Design sap2_prog_loader, sky130hd; sources not shown.
Fig. 1: run 1, cell classes on the final placement
Fill, decap, tap and diode cells in grey.
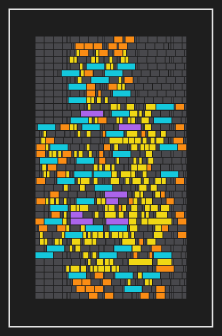
clock drivers and dummy loads: shown in purple, cells 7. remaining buffers and delay cells: shown in orange, cells 68. registers: shown in cyan, cells 40. remaining logic cells: shown in yellow, cells 182.
register share of the cell area: 0.2873
row count: 39
final core utilization: 0.4295
Final Instance Area: 0.002788 mm2
core area: 0.006490 mm2

Fig. 2: run 1, routed metal, one colour a layer
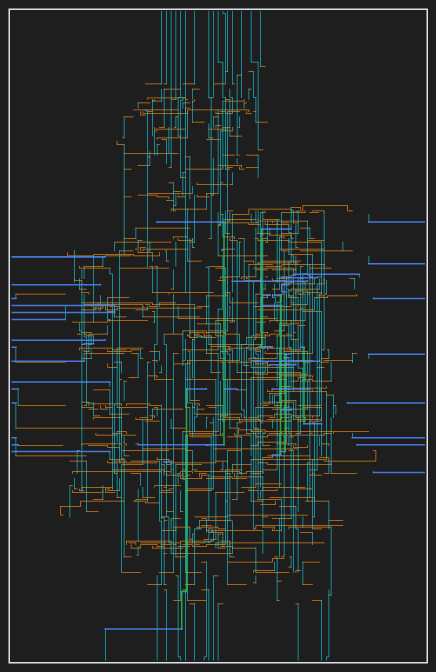
M2: shown in cyan, wire length 3300 um. M3: shown in blue, wire length 401 um. M4: shown in green, wire length 180 um. M1: shown in orange, wire length 2200 um.
DR vias: 1941
Total Routing Usage GR: 0.1202
WL/cell: 16.04 um

Fig. 3: run 1, sizing map
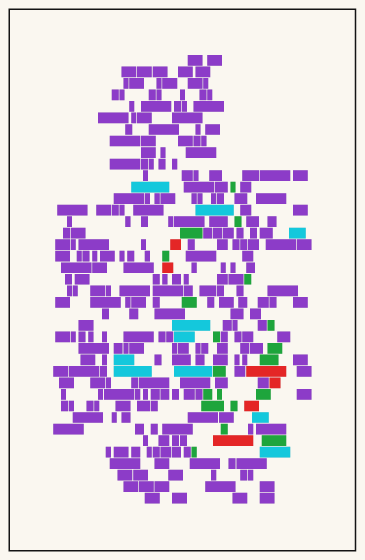
x6 and larger: shown in cyan, cells 10. x2: shown in green, cells 19. x3 and x4: shown in red, cells 6. x1 and smaller: shown in purple, cells 262.
Final Worst Setup Slack: 20.25 ps
area grow syn2layout: 40.75%
nonclk buf count: 68

==> impl_metrics.env, run 1 <==
# yosys + openroad results
export IMPL_final_cell_mix="nand2_1 (50), clkdlybuf4s50_1 (50), dfxtp_1 (40)"
export IMPL_power_internal_uw=2140
export IMPL_finalSetupTns_ps=0
export IMPL_p_sw_uw=1094
export IMPL_vias_per_cell=5.121
export IMPL_fin_cells=379
export IMPL_ff_count=40
export IMPL_synthCells=238
export IMPL_finalPower_uw=3235
export IMPL_clock_area_frac=0.05476
export IMPL_grt_pass1_vias=1922
export IMPL_postCtsSetupRepairBufs=0
export IMPL_timing_hold_worst_path_depth=3
export IMPL_drtAntennaViolNets=0
export IMPL_top_cell="nand2_1"
export IMPL_inverters_excl_clock=7
export IMPL_critical_path_slowest_cell="dfxtp_1"
export IMPL_pg_clk_uw=956
export IMPL_ff2ff_setup_slack_ps=20
export IMPL_maxCapViolCount=0
export IMPL_status="complete, no violations"
export IMPL_io_buffers=51
export IMPL_whs_ps=435.5
export IMPL_combPwrFrac=0.374
export IMPL_finalCritPeriodShare=0.9884
export IMPL_top_area_cell="dfxtp_1"
export IMPL_postCtsHoldBufs=0
export IMPL_hold_viol_final=0
export IMPL_grt_busiest_layer="met2"
export IMPL_htreeDepth=2
export IMPL_first_iter_violations=101
export IMPL_hp_class="in2reg"
export IMPL_tap_cell_count=82
export IMPL_gr_usage_met3=0.03090
export IMPL_grt_pass1_wl_um=9908
export IMPL_powerSeq_uw=1070
Fig. 4: run 1, port wiring
Bar = 20 um.
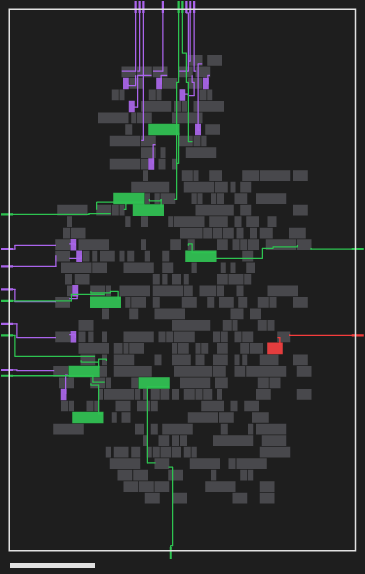

--- run 2 (diff from run 1) ---
- CORE_MARGIN: 10 -> 4
Fig. 5: run 2, port wiring
Bar = 20 um.
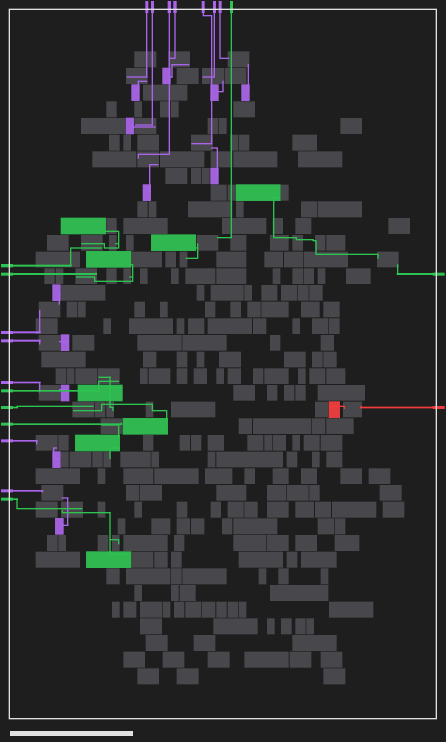
in_data: shown in purple, bits 12, direction input, edge 7 north, 5 west, end cells 12, buffers 12, wire 194 um. in_ready: shown in red, bits 1, direction output, edge east, end cells 1, buffers 1, wire 14.6 um. cpu_a: shown in green, bits 8, direction output, edge 6 west, 1 east, 1 north, end cells 8, buffers 8, wire 255 um.
number of I/O pins: 52
Port Buf Inserts: 51

Fig. 6: run 2, placement view
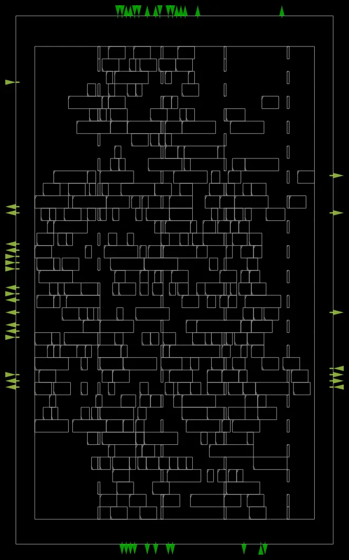
core area: 0.006324 mm2
Seq cells: 40
Tap Count: 80
register share of the cell area: 0.2908
Final Non-Filler Cells: 378

==> run 2 against run 1 <==
Effect of this change:
- die size down 23%
- via count up 0.10%
- largest power group unchanged
- sequential cell count unchanged
- non-clock buffer count unchanged
- final cell count down 0.26%
==> impl_metrics.env, run 2 <==
# yosys + openroad results
export IMPL_combPwrFrac=0.389
export IMPL_synthCells=238
export IMPL_postCtsSetupRepairBufs=0
export IMPL_grt_usage=0.1473
export IMPL_final_area_mm2=0.002758
export IMPL_hold_viol_final=0
export IMPL_utilization=0.4361
export IMPL_p_sw_uw=1072
export IMPL_grt_pass1_vias=1940
export IMPL_avgRoutedWirePerCell_um=15.59
export IMPL_grt_busiest_layer="met2"
export IMPL_status="complete, no violations"
export IMPL_setup_viol=0
export IMPL_first_iter_violations=173
export IMPL_htreeDepth=2
export IMPL_vias=1943
export IMPL_gr_usage_met3=0.03038
export IMPL_finalSetupTns_ps=0
export IMPL_pg_clk_uw=830
export IMPL_rows=38
export IMPL_power_internal_uw=2047
export IMPL_worst_slack_ps=75.80
export IMPL_vias_per_cell=5.140
export IMPL_inverters_excl_clock=7
export IMPL_hp_class="in2reg"
export IMPL_critical_path_slowest_cell="dfxtp_2"
export IMPL_syn_to_final_growth_pct=39.23
export IMPL_finalPower_uw=3119
export IMPL_buffers=68
export IMPL_whs_ps=423.7
export IMPL_powerSeq_uw=1070
export IMPL_end_kind="output port"
export IMPL_finalCritPeriodShare=0.9564
export IMPL_drtAntennaViolNets=0
export IMPL_timing_hold_worst_path_depth=3
export IMPL_timing_fmax_mhz=600.9
export IMPL_clock_area_frac=0.04583
export IMPL_maxCapViolCount=0
export IMPL_grt_pass1_wl_um=9584
export IMPL_async_flop_share=0
--- run 3 (diff from run 2) ---
- CTS_BUF_LIST: unset -> sky130_fd_sc_hd__clkbuf_8
Fig. 7: run 3, sizing map
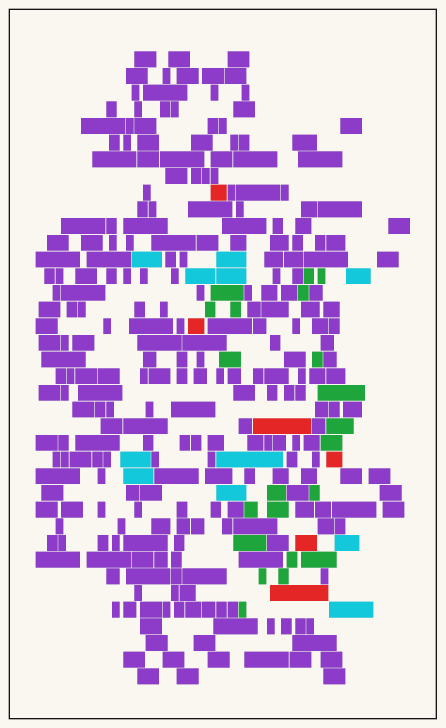
x3 and x4: shown in red, cells 6. x1 and smaller: shown in purple, cells 260. x2: shown in green, cells 21. x6 and larger: shown in cyan, cells 11.
Final Worst Setup Slack: 75.80 ps
area grow syn2layout: 39.23%

Fig. 8: run 3, port wiring
Bar = 20 um.
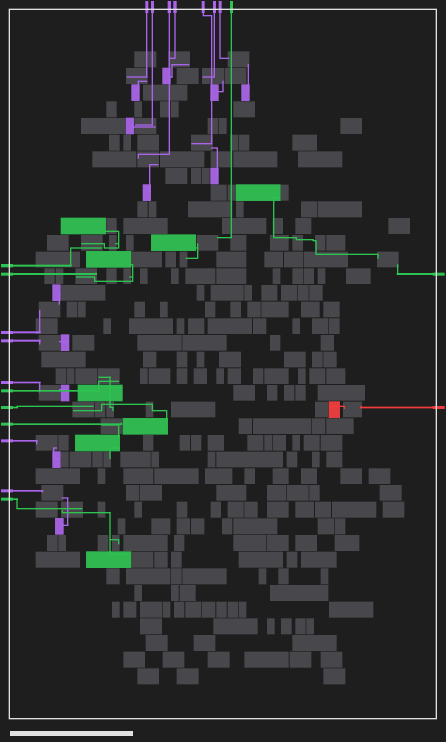
in_data: shown in purple, bits 12, direction input, edge 7 north, 5 west, end cells 12, buffers 12, wire 194 um. cpu_a: shown in green, bits 8, direction output, edge 6 west, 1 east, 1 north, end cells 8, buffers 8, wire 255 um. in_ready: shown in red, bits 1, direction output, edge east, end cells 1, buffers 1, wire 14.6 um.

==> run 3 against run 2 <==
Effect of this change:
- register-to-register slack is essentially flat
- global-route usage is the same
- maximum frequency is the same
- critical path type unchanged
- critical endpoint unchanged
==> impl_metrics.env, run 3 <==
# yosys + openroad results
export IMPL_io_buffers=51
export IMPL_ys_ff=40
export IMPL_top_cell="nand2_1"
export IMPL_combPwrFrac=0.389
export IMPL_io_pins=52
export IMPL_htreeDepth=2
export IMPL_inverters_excl_clock=7
export IMPL_final_layout_size_suffix_gt1_frac=0.1275
export IMPL_postCtsHoldBufs=0
export IMPL_warning_count=26
export IMPL_clock_area_frac=0.04583
export IMPL_path_class="reg2out"
export IMPL_p_sw_uw=1072
export IMPL_drc=0
export IMPL_first_iter_violations=173
export IMPL_finalSetupTns_ps=0
export IMPL_cts_tree="built"
export IMPL_edf_count=0
export IMPL_end_kind="output port"
export IMPL_gr_usage_met3=0.03038
export IMPL_setup_viol=0
export IMPL_ir_worst_vdd_mv=0.7347
export IMPL_avgRoutedWirePerCell_um=15.59
export IMPL_grt_busiest_layer="met2"
export IMPL_timing_hold_worst_path_depth=3
export IMPL_buffers=68
export IMPL_grt_pass1_vias=1940
export IMPL_top_layer_used="met4"
export IMPL_nNetsFinal=315
export IMPL_cts_path_max_buffers=2
export IMPL_async_flop_share=0
export IMPL_finalCritPeriodShare=0.9564
export IMPL_hp_class="in2reg"
export IMPL_fin_cells=378
export IMPL_final_area_mm2=0.002758
export IMPL_utilization=0.4361
export IMPL_powerSeq_uw=1070
export IMPL_drtAntennaViolNets=0
export IMPL_simple_gate_share=0.2407
export IMPL_core_mm2=0.006324
export IMPL_final_cell_mix="nand2_1 (50), clkdlybuf4s50_1 (50), dfxtp_1 (39)"
export IMPL_path_cells="buf_6, nand2b_1, buf_2, nor3_1, dlygate4sd2_1"
export IMPL_gr_usage_met1=0.1514
export IMPL_top_area_cell="dfxtp_1"
export IMPL_antenna_cells=0
export IMPL_yosysWarnings=0
export IMPL_pg_clk_uw=830
export IMPL_seqCellArea_um2=802.0
export IMPL_p_leak_uw=0.0009372
export IMPL_grt_usage=0.1473
export IMPL_postCtsSetupRepairBufs=0
export IMPL_path_max_fanout=10
export IMPL_rows=38
export IMPL_die_w_um=69.42
export IMPL_grt_overflow=0
export IMPL_tap_cell_count=80
export IMPL_hold_viol_final=0
export IMPL_synthesis_nets=256
export IMPL_maxCapViolCount=0
export IMPL_ff_count=40
export IMPL_power_internal_uw=2047
export IMPL_critical_path_slowest_cell="dfxtp_2"
export IMPL_timing_fmax_mhz=600.9
export IMPL_vias=1943
export IMPL_finalPower_uw=3119
export IMPL_gp_congestion=0.9323
export IMPL_whs_ps=423.7
export IMPL_syn_avg_cell_area_um2=8.322
export IMPL_grt_pass1_wl_um=9584
export IMPL_seq_share=0.2908
export IMPL_ff2ff_setup_slack_ps=110
export IMPL_status="complete, no violations"
export IMPL_synthCells=238
export IMPL_vias_per_cell=5.140
export IMPL_xor_area_frac=0.008212
Power and IR drop assume default switching activity.
